===== src/rtl/pll_reset_pkg.sv =====
// Shared types and helpers for the PLL reset sequencer.
package pll_reset_pkg;

  // Sequencer states, in the order a clean power-up walks through them.
  typedef enum logic [2:0] {
    PLL_RESET,
    WAIT_LOCK,
    STABILIZE,
    HOLD,
    RUN
  } state_e;

  // Saturation value of the 8-bit event counters.
  localparam logic [7:0] COUNT_MAX = 8'hFF;

  // Width of a counter that must reach max_cycles-1; never narrower than 1 bit.
  function automatic int cnt_width(input int max_cycles);
    return (max_cycles > 1) ? $clog2(max_cycles) : 1;
  endfunction

endpackage


===== src/rtl/sync_ff.sv =====
// Multi-flop synchronizer for a single asynchronous control bit.
module sync_ff #(
  parameter int STAGES = 2
) (
  input  logic clock,
  input  logic reset,
  input  logic d,
  output logic q
);

  logic [STAGES-1:0] chain;

  // Shift the asynchronous input through the chain; clear on reset.
  always_ff @(posedge clock) begin
    // NOTE: sequential state uses non-blocking assignments so every flop samples pre-edge values.
    if (reset) begin
      chain <= '0;
    end else begin
      chain <= {chain[STAGES-2:0], d};
    end
  end

  assign q = chain[STAGES-1];

endmodule


===== src/rtl/pll_reset_sequencer.sv =====
// Power-up sequencer: pulses the PLL reset, waits for a stable lock,
// holds the system reset a little longer, then releases downstream logic.
module pll_reset_sequencer
  import pll_reset_pkg::*;
#(
  parameter int PLL_RESET_CYCLES    = 8,
  parameter int LOCK_TIMEOUT_CYCLES = 65536,
  parameter int LOCK_STABLE_CYCLES  = 1024,
  parameter int RESET_HOLD_CYCLES   = 16,
  parameter int SYNC_STAGES         = 2
) (
  input  logic       clock,
  input  logic       reset,
  input  logic       locked,
  output logic       pll_reset,
  output logic       system_reset,
  output logic       ready,
  output logic [7:0] relock_count,
  output logic [7:0] timeout_count
);

  localparam int MAX_AB = (PLL_RESET_CYCLES > LOCK_TIMEOUT_CYCLES) ?
                          PLL_RESET_CYCLES : LOCK_TIMEOUT_CYCLES;
  localparam int MAX_CD = (LOCK_STABLE_CYCLES > RESET_HOLD_CYCLES) ?
                          LOCK_STABLE_CYCLES : RESET_HOLD_CYCLES;
  localparam int MAX_CYCLES = (MAX_AB > MAX_CD) ? MAX_AB : MAX_CD;
  localparam int CW = cnt_width(MAX_CYCLES);

  typedef logic [CW-1:0] cnt_t;

  // Terminal counts: each phase ends on the cycle the counter reaches N-1.
  localparam cnt_t PLL_LAST     = cnt_t'(PLL_RESET_CYCLES - 1);
  localparam cnt_t TIMEOUT_LAST = cnt_t'(LOCK_TIMEOUT_CYCLES - 1);
  localparam cnt_t STABLE_LAST  = cnt_t'(LOCK_STABLE_CYCLES - 1);
  localparam cnt_t HOLD_LAST    = cnt_t'(RESET_HOLD_CYCLES - 1);

  state_e state;
  state_e state_nxt;
  cnt_t   cnt;
  cnt_t   cnt_nxt;
  logic   lock_sync;
  logic   relock_inc;
  logic   timeout_inc;

  sync_ff #(
    .STAGES (SYNC_STAGES)
  ) u_lock_sync (
    .clock (clock),
    .reset (reset),
    .d     (locked),
    .q     (lock_sync)
  );

  // Next-state and shared-counter decode; the counter restarts at every transition.
  always_comb begin
    // NOTE: every output of this block gets a default first, so no path can infer a latch.
    state_nxt   = state;
    cnt_nxt     = cnt + cnt_t'(1);
    relock_inc  = 1'b0;
    timeout_inc = 1'b0;
    unique case (state)
      PLL_RESET: begin
        if (cnt == PLL_LAST) begin
          state_nxt = WAIT_LOCK;
          cnt_nxt   = '0;
        end
      end
      WAIT_LOCK: begin
        if (lock_sync) begin
          state_nxt = STABILIZE;
          cnt_nxt   = '0;
        end else if (cnt == TIMEOUT_LAST) begin
          state_nxt   = PLL_RESET;
          cnt_nxt     = '0;
          timeout_inc = 1'b1;
        end
      end
      STABILIZE: begin
        if (!lock_sync) begin
          state_nxt = WAIT_LOCK;
          cnt_nxt   = '0;
        end else if (cnt == STABLE_LAST) begin
          state_nxt = HOLD;
          cnt_nxt   = '0;
        end
      end
      HOLD: begin
        if (!lock_sync) begin
          state_nxt = WAIT_LOCK;
          cnt_nxt   = '0;
        end else if (cnt == HOLD_LAST) begin
          state_nxt = RUN;
          cnt_nxt   = '0;
        end
      end
      RUN: begin
        // Counter parked at zero while running so it cannot wrap.
        cnt_nxt = '0;
        if (!lock_sync) begin
          state_nxt  = PLL_RESET;
          relock_inc = 1'b1;
        end
      end
      default: begin
        state_nxt = PLL_RESET;
        cnt_nxt   = '0;
      end
    endcase
  end

  // State, counter and saturating event counters; reset restarts the full sequence.
  always_ff @(posedge clock) begin
    if (reset) begin
      state         <= PLL_RESET;
      cnt           <= '0;
      relock_count  <= '0;
      timeout_count <= '0;
    end else begin
      state <= state_nxt;
      cnt   <= cnt_nxt;
      if (relock_inc && (relock_count != COUNT_MAX)) begin
        relock_count <= relock_count + 8'd1;
      end
      if (timeout_inc && (timeout_count != COUNT_MAX)) begin
        timeout_count <= timeout_count + 8'd1;
      end
    end
  end

  // Moore outputs straight from the state register.
  assign pll_reset    = (state == PLL_RESET);
  assign system_reset = (state != RUN);
  assign ready        = (state == RUN);

endmodule


===== config.mk =====
export PLATFORM = sky130hd
export DESIGN_NAME = pll_reset_sequencer
export DESIGN_NICKNAME = d
export VERILOG_FILES = /design/src/rtl/pll_reset_pkg.sv /design/src/rtl/sync_ff.sv /design/src/rtl/pll_reset_sequencer.sv
export SDC_FILE = /design/constraint.sdc
export NUM_CORES = 1
export LEC_CHECK = 0
export CAP_MARGIN = 30
export CORE_MARGIN = 8
export CORE_UTILIZATION = 41
export DETAILED_ROUTE_END_ITERATION = 7
export SETUP_SLACK_MARGIN = 0.5
export SYNTH_ARGS = -nofsm -noshare
export SYNTH_HDL_FRONTEND = slang
export SYNTH_SLANG_ARGS = --single-unit

===== constraint.sdc =====
create_clock -name clock -period 3.3 [get_ports clock]
set_input_delay 0.66 -clock clock [delete_from_list [all_inputs] [get_ports clock]]
set_output_delay 0.66 -clock clock [all_outputs]
set_load 0.01 [all_outputs]

Placement view:
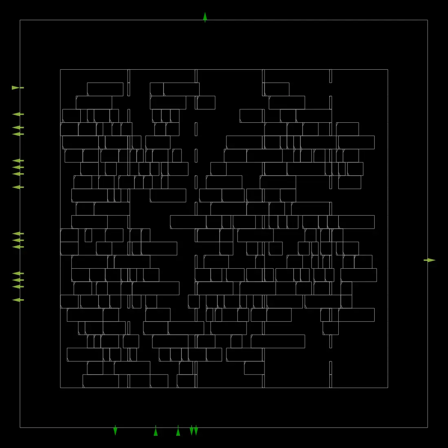
standard-cell rows: 24
final core utilization: 0.512
count of filler cells inserted in the layout: 415

Metal 3:
Drawn at 4 px/um.
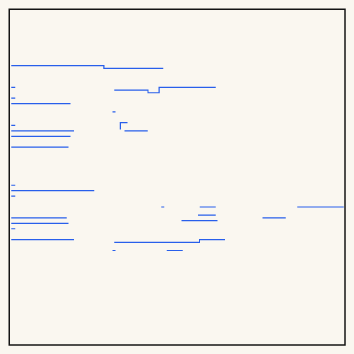
longest straight run: 23.0 um
nets with wire on the layer: 23
share of all routed wire: 6.5%
main direction: horizontal
wire length on this layer: 266 um
met3 Usage GRT: 0.0557
Vias: 1526
WL final: 4.08 mm

Sequential cells colored by netlist name:
Drawn at 6 px/um. Other sequential cells in the stronger gray, the rest of the logic in the fainter gray.
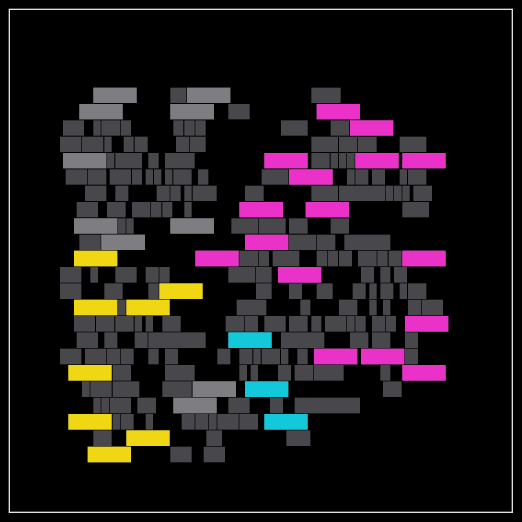
legend:
  cyan:
    netlist_name: `state`
    placed_flops: 3
  yellow:
    netlist_name: `relock_count`
    placed_flops: 8
  magenta:
    netlist_name: `cnt`
    placed_flops: 16
not colored: 10
Seq group: 0.458 mW
Seq/total area: 0.330
Flop area: 741 um^2

Cells colored by class:
Drawn at 3 px/um.
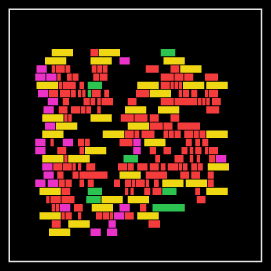
legend:
  green:
    class: clock drivers and dummy loads
    cells: 8
    share_of_their_area: 5.3%
  red:
    class: all other logic
    cells: 152
    share_of_their_area: 50%
  yellow:
    class: flip-flops
    cells: 37
    share_of_their_area: 34%
  magenta:
    class: other buffers and delay cells
    cells: 24
    share_of_their_area: 11%
summed area of non-filler cells in the final layout: 2240 um^2
Core Box Area: 4380 um^2

Metal layers overlaid:
Drawn at 4 px/um. Two of the layers only.
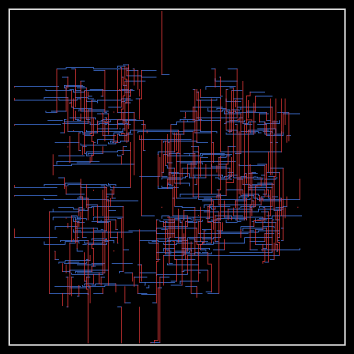
legend:
  red:
    layer: met2
    wire_length: 1840 um
  blue:
    layer: met1
    wire_length: 1900 um
Total GRT Usage: 0.120
Wirelength per Cell: 15.0 um

-- cell usage in the layout, fill, tap and decap left out, types with 7 or more instances in the layout --
| cell type | n |
|---|---|
| nand4_1 | 7 |
| dfxtp_1 | 37 |
| nor4_1 | 9 |
| nor4_2 | 10 |
| nor2_1 | 20 |
| nand2_1 | 15 |
| clkdlybuf4s50_1 | 21 |
| xor2_1 | 16 |
| xnor2_1 | 8 |
| nand3_1 | 13 |
-- final cells by class --
cell class              count  area, um^2
multi-input cells         151        1080
clock inverters             1        30.0
fillers                   415        2140
repair buffers             24         233
flip-flops and latches     37         741
well taps                  52        65.1
clock buffers               7        86.3
inverters                   1        3.75
-- sequential cells by signal, indices dropped and copies added (netlist names) --
register / flops
state: 3
timeout_count: 8
u_lock_sync.chain: 2
relock_count: 8
cnt: 16
-- final timing paths --
check                                                      from                              end  slack [ps]  cells after the start
worst max register to register                cnt[0]$_SDFF_PP0_                cnt[1]$_SDFF_PP0_         860                      5
worst min register to register  u_lock_sync.chain[0]$_SDFF_PP0_  u_lock_sync.chain[1]$_SDFF_PP0_         450                      1
worst min-delay path            u_lock_sync.chain[0]$_SDFF_PP0_  u_lock_sync.chain[1]$_SDFF_PP0_         450                      1
worst max-delay path                      state[2]$_SDFFE_PP0P_                            ready         610                      3
-- power by group --
part / internal (mW) / switching, mW
logic: 0.0106 / 0.0139
registers: 0.451 / 0.00686
clock network: 0.246 / 0.163
total: 0.708 / 0.183
-- cells by family (layout without fill, tap and decap cells) --
family | Yosys count | after routing | share of synthesized area
simple gates | 102 | 102 | 0.345
flops | 37 | 37 | 0.395
xor+xnor | 24 | 24 | 0.112
compound gates | 19 | 19 | 0.0848
buf+inv | 10 | 33 | 0.0254
fa+ha+maj | 3 | 3 | 0.0200
mux | 3 | 3 | 0.0167
==> summary.txt <==
Status on the layout run. The number of antenna diodes in the final layout is 0. Number of buffers and inverters on the critical path landed at 2. Summed over all failing endpoints, the final setup total negative slack is 0 ps.

Note, the detailed placer reported a final HPWL of between 2 and 3 mm. Maximum ir drop on the vdd rail landed at between 200 and 300 uV. Synthesis produced a netlist with a net count of about 200.

The OpenROAD report gives the critical path a required time of between 2000 and 3000 ps. Number of cells in the finished layout apart from fillers landed at between 200 and 300. The area fraction of the largest cell type after synthesis is 0.395. Yosys printed 0 warnings.

Final-layout worst hold slack landed at ~450 ps. Area of the mapped netlist landed at between 1500 and 2000 um^2. Number of I/O port buffers landed at 21. Across all stage logs, warnings added up to 26. Yosys synthesis chip area landed at between 1500 and 2000 um^2. Entering global routing, the biggest net connects 19 pins. Sequential share of the synthesized area landed at 0.395. Remaining number of nets flagged by the antenna check after routing landed at 0. STA classifies the critical path startpoint as a register. Number of detailed-route iterations in the first pass landed at 4. In the synthesized netlist, the cells that appear most often are dfxtp_1 (37), nor2_1 (20), xor2_1 (16). The post-placement cell area is about 2100 um^2. Total global routing overflow landed at 0. In this run the vertical extent of the chip is 83.6 um. Yosys instantiated no cell more often than dfxtp_1. The flow ran to the end, and the final reports show no timing, DRC or antenna violations.

Number of cells in Yosys stat landed at around 200. Critical path's largest stage delay landed at 620 ps. Looking at the clock tree report, the maximum root-to-sink buffer count equals 2. Counting the buffers created by CTS gives 5. For reference, the final report shows the max-slew violation count at 0. In this design, the largest share of critical-path delay is due to flip-flops. The global routing stage identified its most utilized layer as met2. Counting flops with an async set or reset pin after synthesis yields a share of 0.

Checking hold timing, the worst path is listed with class reg -> reg. The signal on the critical path passes through or3b_1 -> inv_1 -> clkdlybuf4s50_1. The critical path is of the reg -> out type. Global routing usage on met2 landed at 0.187. Final period demand of the worst path landed at 2690 ps.

The H-tree was split into 2 levels. Routed wire length on met2 landed at between 1.5 and 2 mm. Post-layout worst setup margin landed at about 600 ps.

TritonCTS built the clock tree. Per the skew report, the later register of the worst-skew pair sees a clock latency of around 300 ps. Measured slew at the worst slew-check pin landed at about 850 ps. Number of nets in the layout landed at around 230. The max-slew check reports its worst relative slack as 0.431. Hold-fix buffer count after cts landed at 0. In this run the layout overhead on the synthesized area is reported as 19.8%. The most used flip-flop cell after synthesis is dfxtp_1. Per the summary, power density relative to cell area is 397 nW/um^2.

RePlAce ended its routability-driven mode at a weighted congestion of approximately 0.76. Averaged over all synthesized cells, the footprint is ~9.5 um^2. The OpenROAD report gives the critical path a data arrival time of around 2000 ps. STA classifies the critical path endpoint as an output pin. The initial antenna violation count is 0. Number of max-cap violations landed at 0. Setup repair after global routing left no endpoint under its margin.

Global-route wire length before repair landed at about 7.0 mm. Worst clock skew landed at 7.98 ps. The synthesized design contains 0 enable-type register cells. Placement-stage worst setup slack landed at 852 ps.

Yosys mapped the design onto roughly 42 distinct sky130hd cell types. Clock-pin slew of the registers on the worst-case setup and hold paths landed at 70 ps. Yosys reported a register bit count of 37. After clock tree synthesis, the setup repair step added 0 buffers. Maximum clock frequency landed at roughly 370 MHz. DRC violation count after routing landed at 0. The number of global-route vias before repair was between 1500 and 2000. Static leakage landed at around 0.75 nW. Wire length on met3 landed at 265 um. Total clock sinks landed at 37. The synthesized instance count is around 200. Number of cells in the design after placement landed at around 270.

Share of the clock period used by the worst path after layout landed at 0.814. The main area contributors are dfxtp_1 (40%), xor2_1 (7.5%), nor4_2 (6.7%), nor2_1 (4.0%), xnor2_1 (3.7%). Number of ports placed on the die boundary landed at 22. Effective utilization at floorplan landed at 0.427. Number of hold violations in the final report landed at 0. The highest metal layer carrying signal wires in the routed design is met4. The routed wirelength on the met1 layer is recorded as about 1.9 mm. Looking at the clock tree report, the root buffer type is clkbuf_8.

Number of DRC violations after detailed-routing iteration 0 landed at 106. Measured along the x axis, the die boundary spans 83.6 um. The completed layout was analyzed and its total power is approximately 0.9 mW.

The layout summary lists the proportion of cells stronger than drive strength 1 as 0.122. Total of cells resized after clock tree synthesis landed at 0. The last timing report of the flow puts the setup violation total at 0.

The cell type that accounts for the most area after synthesis is dfxtp_1. Number of vias per cell after detailed routing landed at roughly 5.6. Among all stages on the critical path, the largest delay is contributed by dfxtp_1. Total die area landed at between 6000 and 7000 um^2. Top fanout value on the critical path landed at 13. Met1 track utilization from global routing landed at 0.133.
Power is estimated from default activity; no workload was simulated.
